==> src/rtl/game_pkg.sv <==
// Shared playfield constants, coordinate types and flight-state encoding used by
// the aim block, the shot tracer and the renderer.
package game_pkg;

  localparam int XW    = 5;
  localparam int YW    = 5;
  localparam int SW    = 5;
  localparam int ERR_W = 8;

  typedef logic [XW-1:0]           x_t;
  typedef logic [YW-1:0]           y_t;
  typedef logic [SW-1:0]           slope_t;
  typedef logic signed [ERR_W-1:0] err_t;

  localparam x_t X_MAX = x_t'(2**XW - 1);
  localparam y_t Y_MAX = y_t'(2**YW - 1);

  typedef enum logic [1:0] {
    IDLE = 2'd0,
    FLY  = 2'd1,
    DONE = 2'd2
  } state_e;

endpackage

==> src/rtl/traj_step.sv <==
// One combinational Bresenham step of the projectile, including the side-wall
// bounce; the caller decides when to register the result.
module traj_step
  import game_pkg::*;
(
  input  logic [XW-1:0]    x,
  input  logic [YW-1:0]    y,
  input  logic [ERR_W-1:0] err,
  input  logic             dir,
  input  logic [SW-1:0]    run,
  input  logic [SW-1:0]    rise,
  output logic [XW-1:0]    x_n,
  output logic [YW-1:0]    y_n,
  output logic [ERR_W-1:0] err_n,
  output logic             dir_n
);

  err_t run_s;
  err_t rise_s;
  err_t e_acc;
  err_t e_dbl;
  logic steep;
  logic move_x;

  // NOTE: every output gets a default before any branch, so no path through
  // the block leaves a signal unassigned and no latch is inferred.
  always_comb begin
    run_s  = err_t'({{(ERR_W-SW){1'b0}}, run});
    rise_s = err_t'({{(ERR_W-SW){1'b0}}, rise});
    steep  = (rise >= run);
    e_acc  = err_t'(err) + (steep ? run_s : rise_s);
    e_dbl  = e_acc <<< 1;
    y_n    = y;
    err_n  = e_acc;
    move_x = 1'b0;

    if (steep) begin
      y_n = y + y_t'(1);
      if (e_dbl >= rise_s) begin
        move_x = 1'b1;
        err_n  = e_acc - rise_s;
      end
    end else begin
      move_x = 1'b1;
      if (e_dbl >= run_s) begin
        y_n   = y + y_t'(1);
        err_n = e_acc - run_s;
      end
    end

    // A move into a wall spends the step turning around instead of moving.
    x_n   = x;
    dir_n = dir;
    if (move_x) begin
      if (dir) begin
        if (x == X_MAX) dir_n = 1'b0;
        else            x_n   = x + x_t'(1);
      end else begin
        if (x == '0)    dir_n = 1'b1;
        else            x_n   = x - x_t'(1);
      end
    end
  end

endmodule

==> src/rtl/shot_tracer.sv <==
// Launches a projectile on fire, walks it up the playfield one step per tick,
// and pulses done/hit one cycle after it reaches the top row.
module shot_tracer
  import game_pkg::*;
(
  input  logic          clk,
  input  logic          reset,
  input  logic          tick,
  input  logic          fire,
  input  logic [XW-1:0] x_pos,
  input  logic [SW-1:0] run,
  input  logic [SW-1:0] rise,
  input  logic          dir,
  input  logic [XW-1:0] tgt_x,
  output logic [XW-1:0] proj_x,
  output logic [YW-1:0] proj_y,
  output logic          proj_dir,
  output logic          active,
  output logic          done,
  output logic          hit
);

  state_e state, state_n;
  err_t   err, err_n;
  slope_t run_q, run_n;
  slope_t rise_q, rise_n;
  x_t     x_n, step_x;
  y_t     y_n, step_y;
  err_t   step_err;
  logic   dir_n, step_dir;
  logic   active_n, done_n, hit_n;

  traj_step u_step (
    .x     (proj_x),
    .y     (proj_y),
    .err   (err),
    .dir   (proj_dir),
    .run   (run_q),
    .rise  (rise_q),
    .x_n   (step_x),
    .y_n   (step_y),
    .err_n (step_err),
    .dir_n (step_dir)
  );

  always_comb begin
    state_n = state;
    x_n     = proj_x;
    y_n     = proj_y;
    dir_n   = proj_dir;
    err_n   = err;
    run_n   = run_q;
    rise_n  = rise_q;
    done_n  = 1'b0;
    hit_n   = 1'b0;

    case (state)
      IDLE: begin
        // A zero rise would never reach the top row, so such a launch is dropped.
        if (fire && (rise != '0)) begin
          state_n = FLY;
          x_n     = x_pos;
          y_n     = '0;
          dir_n   = dir;
          err_n   = '0;
          run_n   = run;
          rise_n  = rise;
        end
      end
      FLY: begin
        if (tick) begin
          x_n   = step_x;
          y_n   = step_y;
          dir_n = step_dir;
          err_n = step_err;
          if (step_y == Y_MAX) state_n = DONE;
        end
      end
      DONE: begin
        state_n = IDLE;
        done_n  = 1'b1;
        hit_n   = (proj_x == tgt_x);
      end
      default: state_n = IDLE;
    endcase

    active_n = (state_n == FLY);
  end

  // NOTE: non-blocking assignments so every register samples pre-edge values,
  // independent of statement order.
  always_ff @(posedge clk or negedge reset) begin
    if (!reset) begin
      state    <= IDLE;
      proj_x   <= '0;
      proj_y   <= '0;
      proj_dir <= 1'b0;
      err      <= '0;
      run_q    <= '0;
      rise_q   <= '0;
      active   <= 1'b0;
      done     <= 1'b0;
      hit      <= 1'b0;
    end else begin
      state    <= state_n;
      proj_x   <= x_n;
      proj_y   <= y_n;
      proj_dir <= dir_n;
      err      <= err_n;
      run_q    <= run_n;
      rise_q   <= rise_n;
      active   <= active_n;
      done     <= done_n;
      hit      <= hit_n;
    end
  end

endmodule

==> config.mk <==
export PLATFORM = sky130hd
export DESIGN_NAME = shot_tracer
export DESIGN_NICKNAME = d
export VERILOG_FILES = /design/src/rtl/game_pkg.sv /design/src/rtl/traj_step.sv /design/src/rtl/shot_tracer.sv
export SDC_FILE = /design/constraint.sdc
export NUM_CORES = 1
export LEC_CHECK = 0
export CORE_MARGIN = 2
export CORE_UTILIZATION = 30
export DETAILED_ROUTE_END_ITERATION = 16
export GPL_TIMING_DRIVEN = 1
export MAX_ROUTING_LAYER = met4
export PLACE_DENSITY = 0.51
export SETUP_SLACK_MARGIN = 0.3
export SYNTH_ARGS = -nofsm -noshare
export SYNTH_HDL_FRONTEND = slang
export SYNTH_SLANG_ARGS = --single-unit
==> constraint.sdc <==
create_clock -name clk -period 6 [get_ports clk]
set_input_delay 0.6 -clock clk [delete_from_list [all_inputs] [get_ports clk]]
set_output_delay 0.6 -clock clk [all_outputs]
set_load 0.02 [all_outputs]
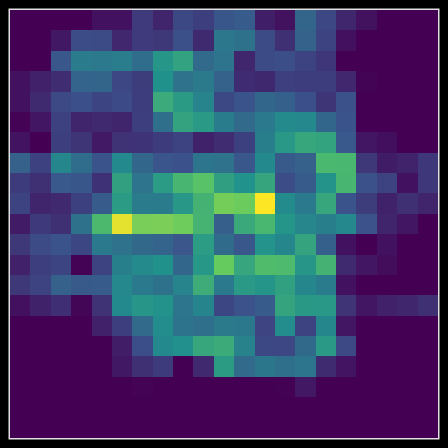
(signal metal coverage by tile)
21 x 21 tiles, from dark purple (low) to yellow (high), scaled to the fullest tile. Values are wire area over tile area, all layers added.
The densest ninth of the die: middle. The fullest tile reaches 0.52. The mean over all tiles is 0.11.
average wire per standard cell: 15.72 um
total number of vias: 2624
total wire length: 7925 um
global-route usage over all layers: 15.92%

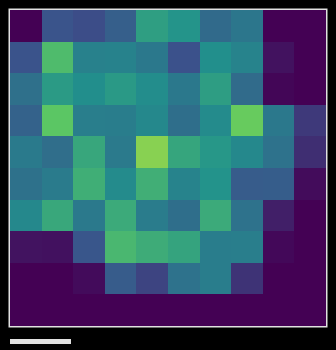
(cell density map)
Scale bar: 20 um. 10 x 10 tiles, from dark purple (low) to yellow (high), 0 to 100% covered.
The densest ninth of the die: middle. The emptiest ninth of the die: bottom right. The mean over all tiles is 32%. 2.0% of the tiles are over 75% full. The fullest tile reaches 82%. 22% of the tiles are nearly empty.
Final Core Density: 36.74%
starting density of the core: 30.71%

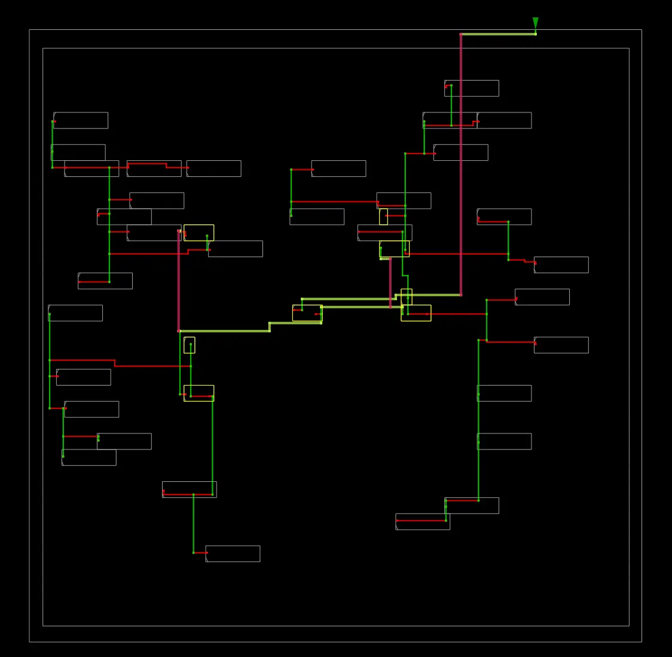
(clock wiring as the flow saved it)
Latency at later pin: 300 ps
registers: 33
worst clock skew: 10.19 ps

[layer usage]
layer	wire length, um	vias up	share of wire, %
met5	0	-	0
met3	300	12	3.8
met2	3505	48	44
li1	-	1304	-
met1	3974	1260	50
met4	145	0	1.8
[through the flow]
step	instance area [um^2]
6_report	3575
5_1_grt	3575
4_1_cts	3575
3_5_place_dp	3492
3_3_place_gp	3492
2_1_floorplan	2988
[sequential cells by signal (all words and copies together) (netlist names)]
name / cells
err: 7
proj_x: 5
proj_y: 5
rise_q: 5
run_q: 5
state: 2
active: 1
done: 1
hit: 1
proj_dir: 1
==> deck_impl_summary.md <==
Physical Implementation Snapshot

Global routing
  – Met2 usage: a little under a quarter
  – Largest net degree at the start of global routing: 34
  – Initial antenna violation count: 0
  – First-pass GRT wire length: approximately 14000 um

Setup path
  – Largest stage delay on the critical path: 520 ps
  – End of the worst register-to-register path: proj_x[3]
  – WP data arrival: approximately 5200 ps
  – CP delay by family, top: AND-OR/OR-AND gates
  – End of the critical path: proj_x[3]
  – FF-to-FF setup slack: 1000 ps
  – Critical path launch point type: flip-flop
  – Worst Path Max Fanout: 17
  – CP required: 6170 ps
  – Slowest-stage cell, CP: o21a_1
  – Worst-path cell chain: inv_1 -> ha_1 -> a21o_1 -> a31oi_1 -> o21a_1 -> nand2_1 -> o21ai_0 -> ha_1 -> inv_1 -> fa_1 -> xor2_1 -> inv_1 -> ha_1 -> a21o_1 -> a21oi_1 -> o21ai_0 -> a31oi_4 -> o211ai_2 -> nand3b_1 -> mux2_1
  – Worst Reg-to-Reg Cells: 20
  – Worst setup path startpoint: run_q[1]

Clock tree
  – Clock root cell: clkbuf_8
  – Setup bufs post-CTS: 0
  – Clock Sinks: 33
  – Post-CTS Resized: 0
  – Clk buf depth: 2
  – Hold-fix buffers, CTS: 0
  – H-tree depth: 2
  – CTS tree: yes

Placement
  – GPL Wtd Cong: between 0.8 and 0.9
  – Pre-CTS setup slack: between 1000 and 1500 ps
  – Post-DP HPWL: ~6100 um
  – Dpl cells: between 400 and 500

Route
  – ANT nets after route: 0
  – Remaining DRCs: 0
  – Pre-antenna DRT Iters: 4

Timing
  – Setup TNS Final: 0 ps
  – Slew at the pin closest to its max-slew limit: 764.1 ps
  – Fin. Hold Viols: 0
  – Final Setup Violations: 0
  – Final Worst Setup Slack: 1003 ps
  – RSZ-0062 raised after global routing: false
  – Slew Viols, Final: 0
  – Tcrit/Tclk final: between 80% and 90%
  – Fin crit period: about 5000 ps
  – Max Clock Freq: between 200 and 250 MHz

Synthesis
  – Async SR Flop Fraction: 100.0%
  – Yosys stat cell total: between 300 and 400
  – Yosys aoi share: a little over a fifth
  – Synth top cells by count: dfrtp_1 (33), ha_1 (32), o21ai_0 (24)
  – Count of cell types in the netlist: 63
  – Syn nets: 397
  – Dominant comb cell: AND-OR/OR-AND gates
  – Seq/Total Area, Yosys: 27.64%
  – Basic Gates by Area: between 10% and 20%
  – Syn Std Cell Area: ~3000 um^2
  – Top cells by area: dfrtp_1 (28%), ha_1 (13%), o21ai_0 (4.0%)
  – Most numerous cell in the Yosys netlist: dfrtp_1
  – Dominant cell type by area after synthesis: dfrtp_1
  – Multiplexer share: under 10%
  – Share of the synthesized area in the top cell type: between 20% and 30%
  – Post-Synth Adder-Cell Area: around 16%
  – Yosys synthesis chip area: between 2000 and 3000 um^2

Cells and area
  – Filler cell count: between 900 and 1000
  – MI comb cells: between 200 and 300
  – Non-filler instance count after layout: ~500
  – Signal buf overhead: ~11%
  – Diode count: 0
  – Multi-input combinational area share: 56.70%
  – Nets: ~430
  – Clock network area share: ~2.3%
  – Most frequent cells in the layout: clkdlybuf4s50_1 (37), dfrtp_1 (33), ha_1 (32)
  – Max-area cell class: combinational gates
  – Reg area: roughly 830 um^2
  – Commonest Layout Cell: clkdlybuf4s50_1

Worst hold path
  – Hold Path Class: in -> async

Die
  – TAP cells: between 100 and 150
  – Core ar.: around 9700 um^2
  – I/O Pins: 39

Outcome
  – Status: finished clean

Job
  – Max cap viols: 0
  – Tool warning count: 26
